### src/rtl/game_sequencer.sv
`timescale 1ns/1ps
// game_sequencer: IDLE/RUN/PAUSE/OVER flow, vsync-to-frame_tick divider, button debounce and core reset.
// Define DEMO_MODE_EN to make IDLE an attract mode that runs the core at the slowest speed.
module game_sequencer #(
  parameter int HIT_LIMIT       = 50,
  parameter int DEBOUNCE_CYCLES = 65535,
  parameter int OVER_FRAMES     = 300
) (
  input  logic       clk,
  input  logic       rst_n,
  input  logic       vsync_start,
  input  logic       btn_start,
  input  logic       btn_pause,
  input  logic [1:0] speed,
  input  logic [7:0] hits0,
  input  logic [7:0] hits1,
  input  logic [7:0] hits2,
  input  logic [7:0] hits3,
  output logic       frame_tick,
  output logic       core_rst_n,
  output logic [1:0] state,
  output logic [1:0] winner,
  output logic       winner_valid
);
  typedef enum logic [1:0] {
    S_IDLE  = 2'd0,
    S_RUN   = 2'd1,
    S_PAUSE = 2'd2,
    S_OVER  = 2'd3
  } state_t;

  localparam logic [15:0] DB_LAST   = 16'(DEBOUNCE_CYCLES - 1);
  localparam logic [9:0]  OVER_LAST = 10'(OVER_FRAMES - 1);
  localparam logic [7:0]  HIT_LIM   = 8'(HIT_LIMIT);

  logic [1:0] btn_raw;
  logic [1:0] press_next;
  logic [1:0] press_vec;

  assign btn_raw = {btn_pause, btn_start};

  // bit 0 = start, bit 1 = pause; press_next lets attract mode see a press one cycle early
  genvar gi;
  generate
    for (gi = 0; gi < 2; gi++) begin : g_btn
      logic [1:0]  sync_reg;
      logic [15:0] cnt_reg;
      logic        level_reg;
      logic        level_next;
      logic        press_reg;
      logic        differs;

      assign differs        = sync_reg[1] != level_reg;
      assign level_next     = (differs && cnt_reg == DB_LAST) ? sync_reg[1] : level_reg;
      assign press_next[gi] = level_next & ~level_reg;
      assign press_vec[gi]  = press_reg;

      always_ff @(posedge clk or negedge rst_n) begin
        if (!rst_n) begin
          sync_reg  <= 2'b00;
          cnt_reg   <= 16'd0;
          level_reg <= 1'b0;
          press_reg <= 1'b0;
        end else begin
          sync_reg  <= {sync_reg[0], btn_raw[gi]};
          level_reg <= level_next;
          press_reg <= press_next[gi];
          cnt_reg   <= (differs && cnt_reg != DB_LAST) ? cnt_reg + 16'd1 : 16'd0;
        end
      end
    end
  endgenerate

  logic [7:0] hits [4];
  logic       any_hit;
  logic [1:0] hit_idx;

  assign hits[0] = hits0;
  assign hits[1] = hits1;
  assign hits[2] = hits2;
  assign hits[3] = hits3;

  // descending scan so the lowest qualifying index is the one left standing
  always_comb begin
    any_hit = 1'b0;
    hit_idx = 2'd0;
    for (int i = 3; i >= 0; i--) begin
      if (hits[i] >= HIT_LIM) begin
        any_hit = 1'b1;
        hit_idx = 2'(i);
      end
    end
  end

  state_t     state_reg, state_next;
  logic [1:0] div_reg, div_next;
  logic [9:0] over_reg, over_next;
  logic       tick_reg, tick_next;
  logic       core_reg, core_next;
  logic [1:0] winner_reg, winner_next;
  logic       wv_reg, wv_next;
  logic       ticking;
  logic [1:0] spd;
  logic       tick_due;
  logic       keep_div;

  always_comb begin
`ifdef DEMO_MODE_EN
    ticking = (state_reg == S_RUN) || (state_reg == S_IDLE);
    spd     = (state_reg == S_IDLE) ? 2'd3 : speed;
`else
    ticking = (state_reg == S_RUN);
    spd     = speed;
`endif
    // vsync pulses seen while the core is held in reset do not count
    tick_due = ticking && core_reg && vsync_start && (div_reg >= spd);
  end

  always_comb begin
    state_next  = state_reg;
    div_next    = div_reg;
    over_next   = over_reg;
    winner_next = winner_reg;
    wv_next     = wv_reg;
    case (state_reg)
      S_IDLE: begin
        if (press_vec[0]) state_next = S_RUN;
      end
      S_RUN: begin
        if (any_hit) begin
          state_next  = S_OVER;
          winner_next = hit_idx;
          wv_next     = 1'b1;
        end else if (press_vec[1]) begin
          state_next = S_PAUSE;
        end
      end
      S_PAUSE: begin
        if (press_vec[0])      state_next = S_IDLE;
        else if (press_vec[1]) state_next = S_RUN;
      end
      default: begin
        if (vsync_start) over_next = over_reg + 10'd1;
        if (press_vec[0] || (vsync_start && over_reg == OVER_LAST)) begin
          state_next = S_IDLE;
          over_next  = 10'd0;
          wv_next    = 1'b0;
        end
      end
    endcase

    if (ticking && core_reg && vsync_start) div_next = tick_due ? 2'd0 : div_reg + 2'd1;

    keep_div = ((state_reg == S_RUN) && (state_next == S_PAUSE)) ||
               ((state_reg == S_PAUSE) && (state_next == S_RUN));
    if (state_next != state_reg) div_next = keep_div ? div_reg : 2'd0;

    tick_next = tick_due && (state_next == state_reg);

`ifdef DEMO_MODE_EN
    // drop reset one cycle ahead of the IDLE->RUN transition cycle
    if (state_reg == S_IDLE) core_next = (state_next == S_IDLE) && !press_next[0];
    else                     core_next = (state_next != S_IDLE);
`else
    core_next = (state_reg != S_IDLE) && (state_next != S_IDLE);
`endif
  end

  always_ff @(posedge clk or negedge rst_n) begin
    if (!rst_n) begin
      state_reg  <= S_IDLE;
      div_reg    <= 2'd0;
      over_reg   <= 10'd0;
      tick_reg   <= 1'b0;
      core_reg   <= 1'b0;
      winner_reg <= 2'd0;
      wv_reg     <= 1'b0;
    end else begin
      state_reg  <= state_next;
      div_reg    <= div_next;
      over_reg   <= over_next;
      tick_reg   <= tick_next;
      core_reg   <= core_next;
      winner_reg <= winner_next;
      wv_reg     <= wv_next;
    end
  end

  assign state        = state_reg;
  assign frame_tick   = tick_reg;
  assign core_rst_n   = core_reg;
  assign winner       = winner_reg;
  assign winner_valid = wv_reg;
endmodule

### config.mk
export PLATFORM = sky130hd
export DESIGN_NAME = game_sequencer
export DESIGN_NICKNAME = d
export VERILOG_FILES = /design/src/rtl/game_sequencer.sv
export SDC_FILE = /design/constraint.sdc
export NUM_CORES = 1
export LEC_CHECK = 0
export ABC_CLOCK_PERIOD_IN_PS = 2600
export CORE_MARGIN = 5
export CORE_UTILIZATION = 40
export CTS_BUF_LIST = sky130_fd_sc_hd__clkbuf_16
export CTS_CLUSTER_SIZE = 25
export DETAILED_ROUTE_END_ITERATION = 12
export GPL_ROUTABILITY_DRIVEN = 0
export PLACE_DENSITY_LB_ADDON = 0.15
export REMOVE_ABC_BUFFERS = 1
export SLEW_MARGIN = 20
export SYNTH_ARGS = -nofsm -noshare
export SYNTH_HDL_FRONTEND = slang
export SYNTH_SLANG_ARGS = --single-unit
### constraint.sdc
create_clock -name clk -period 2.6 [get_ports clk]
set_input_delay 0.52 -clock clk [delete_from_list [all_inputs] [get_ports clk]]
set_output_delay 0.52 -clock clk [all_outputs]
set_load 0.01 [all_outputs]
### Wire density map

The die is cut into 19 by 19 equal tiles; black is low, pale yellow is high, scaled to the fullest tile. Values are wire area over tile area, all layers added.
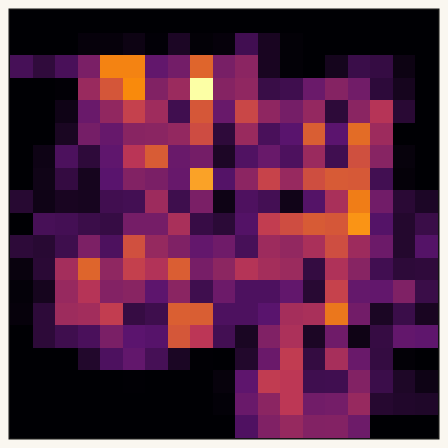
- mean over tiles: 0.10
- nearly empty tiles: 27%
- tiles over half the peak: 11%
- fullest tile: 0.46
- emptiest ninth of the die: south-west

### Sequential cells colored by netlist name

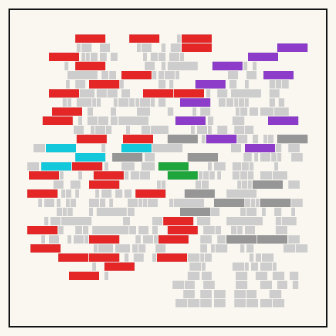
- green: g_btn.press_reg (flops 2)
- cyan: g_btn.sync_reg (flops 4; where west)
- purple: over_reg (flops 10; where north-east)
- red: g_btn.cnt_reg (flops 32)
- not colored: 11
fraction of area in registers: 0.401
Finished Core Util: 0.540

==> run_results.csv <==
group,metric,value,unit
outcome,run_status,"finished clean",
yosys,top_area_cell,"dfrtp_1",
sta,max_freq,0.480,GHz
worst_hold_path,hp-class,"primary input to async pin",
finish,nets,382,
floorplanning,io_pins,46,
sta,finalHoldViolCount,0,
route,wl,5.68,mm
grt,grt_pass1_vias,2183,
yosys,synth-seq-cells,59,
setup_path,worstRegToRegCells,4,
sta,min_period,2080,ps
finish,fillers,629,
yosys,synth_async_sr_flop_share,1.00,
grt,grt_pass1_wl,9.97,mm
floorplanning,design.core.area,6830,µm²
sta,slew_headroom,0.503,
yosys,synth_cells,283,
yosys,flop_cell,"dfrtp_1",
route,num_vias,2156,
placement,portBuffers,41,
clock_network,cts.clk_slew.worst_paths,50,ps
route,dr_wl_met3,210,µm
grt,grt_max_degree,60,
clock_network,cts_hold_buf,0,
floorplanning,initial_core_util,0.415,
yosys,ys_warn_count,0,
clock_network,cts_buffers,9,
route,highest-signal-layer,"met4",
yosys,top_cell,"dfrtp_1",
finish,layout-drive-gt1-share,0.0762,
clock_network,clockRootBuffer,"clkbuf_16",
### M3 wires

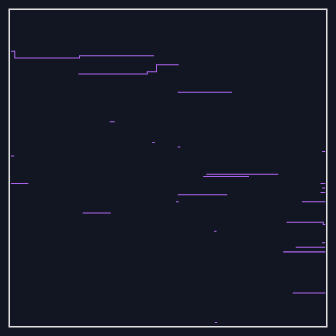
- share of all routed wire: 3.7%
- nets with wire on the layer: 17
- wire length on this layer: 211 µm
- longest straight run: 22.1 µm
- main direction: horizontal

## per-layer routing
metal	vias to the layer above	global-route usage
met5	-	0
met4	0	0.0638
met2	28	0.232
met1	1022	0.180
met3	12	0.0449
li1	1094	-
## cells in the final DEF, fill, tap and decap left out, drive strengths merged, types with 6 or more instances in the layout
cell           Yosys  routed
ha                 7       7
nor2              54      54
nand2             23      23
a21oi              8       8
inv                8       9
dfrtp             59      59
buf                1       6
clkbuf             3       9
nor3               8       8
nand3             13      13
o21ai              8       8
xor2              21      21
xnor2             15      15
clkdlybuf4s50      0      40
nand4             15      15
## report_power, final
part	leakage, nW	total (mW)	switching (mW)	internal (mW)
logic	0.660	0.182	0.0835	0.0983
clock network	0.152	1.22	0.391	0.825
registers	0.775	1.02	0.0572	0.966
## layout make-up
type | count | area, µm² | share of cell area
tap | 96 | 120 | 0.0326
inverter | 8 | 30.0 | 0.00815
clock buffer | 9 | 225 | 0.0611
clock inverter | 7 | 83.8 | 0.0227
multi-input combinational | 212 | 1310 | 0.355
sequential | 59 | 1480 | 0.401
timing repair buffer | 46 | 443 | 0.120
## worst min path at each step
| stage | slack [ps] | from | to | cells after the start |
|---|---|---|---|---|
| 2_1_floorplan | 220 | rst_n | core_rst_n | 0 |
| 3_3_place_gp | 340 | g_btn[0].sync_reg[0] | g_btn[0].sync_reg[1] | 0 |
| 3_5_place_dp | 340 | g_btn[0].sync_reg[0] | g_btn[0].sync_reg[1] | 0 |
| 4_1_cts | 350 | g_btn[0].sync_reg[0] | g_btn[0].sync_reg[1] | 0 |
| 5_1_grt | 380 | g_btn[0].sync_reg[0] | g_btn[0].sync_reg[1] | 0 |
| 6_report | 330 | rst_n | frame_tick | 2 |
## metrics by stage
step / utilization / cell area [µm²] / hold slack, ps / worst slack (ps) / cells
final: 0.540 / 3690 / 329 / 518 / 437
after global routing: 0.540 / 3690 / 377 / 292 / 437
after CTS: 0.540 / 3690 / 352 / 471 / 437
after detailed placement: 0.494 / 3380 / 340 / 138 / 421
after global placement: 0.494 / 3380 / 335 / 154 / 421
after floorplan: - / 2810 / 224 / 656 / 279
## worst max-delay path, stage by stage
cell	delay, ps
clkdlybuf4s50_1	390
o311ai_0	450
nand4_1	260
o21ai_0	300
mux2_2	370
## kinds of logic (layout without fill, tap and decap cells)
group | Yosys count | in the layout | synth area share
and+or+nand+nor | 136 | 136 | 0.237
DFF | 59 | 59 | 0.521
xor gates and xnor gates | 36 | 36 | 0.111
AOI/OAI and AO/OA | 28 | 28 | 0.0613
buffers and inverters | 12 | 70 | 0.0185
adders and majority gates | 7 | 7 | 0.0309
muxes | 5 | 5 | 0.0207
No activity file was given, so power comes from the tool's default toggle rates.
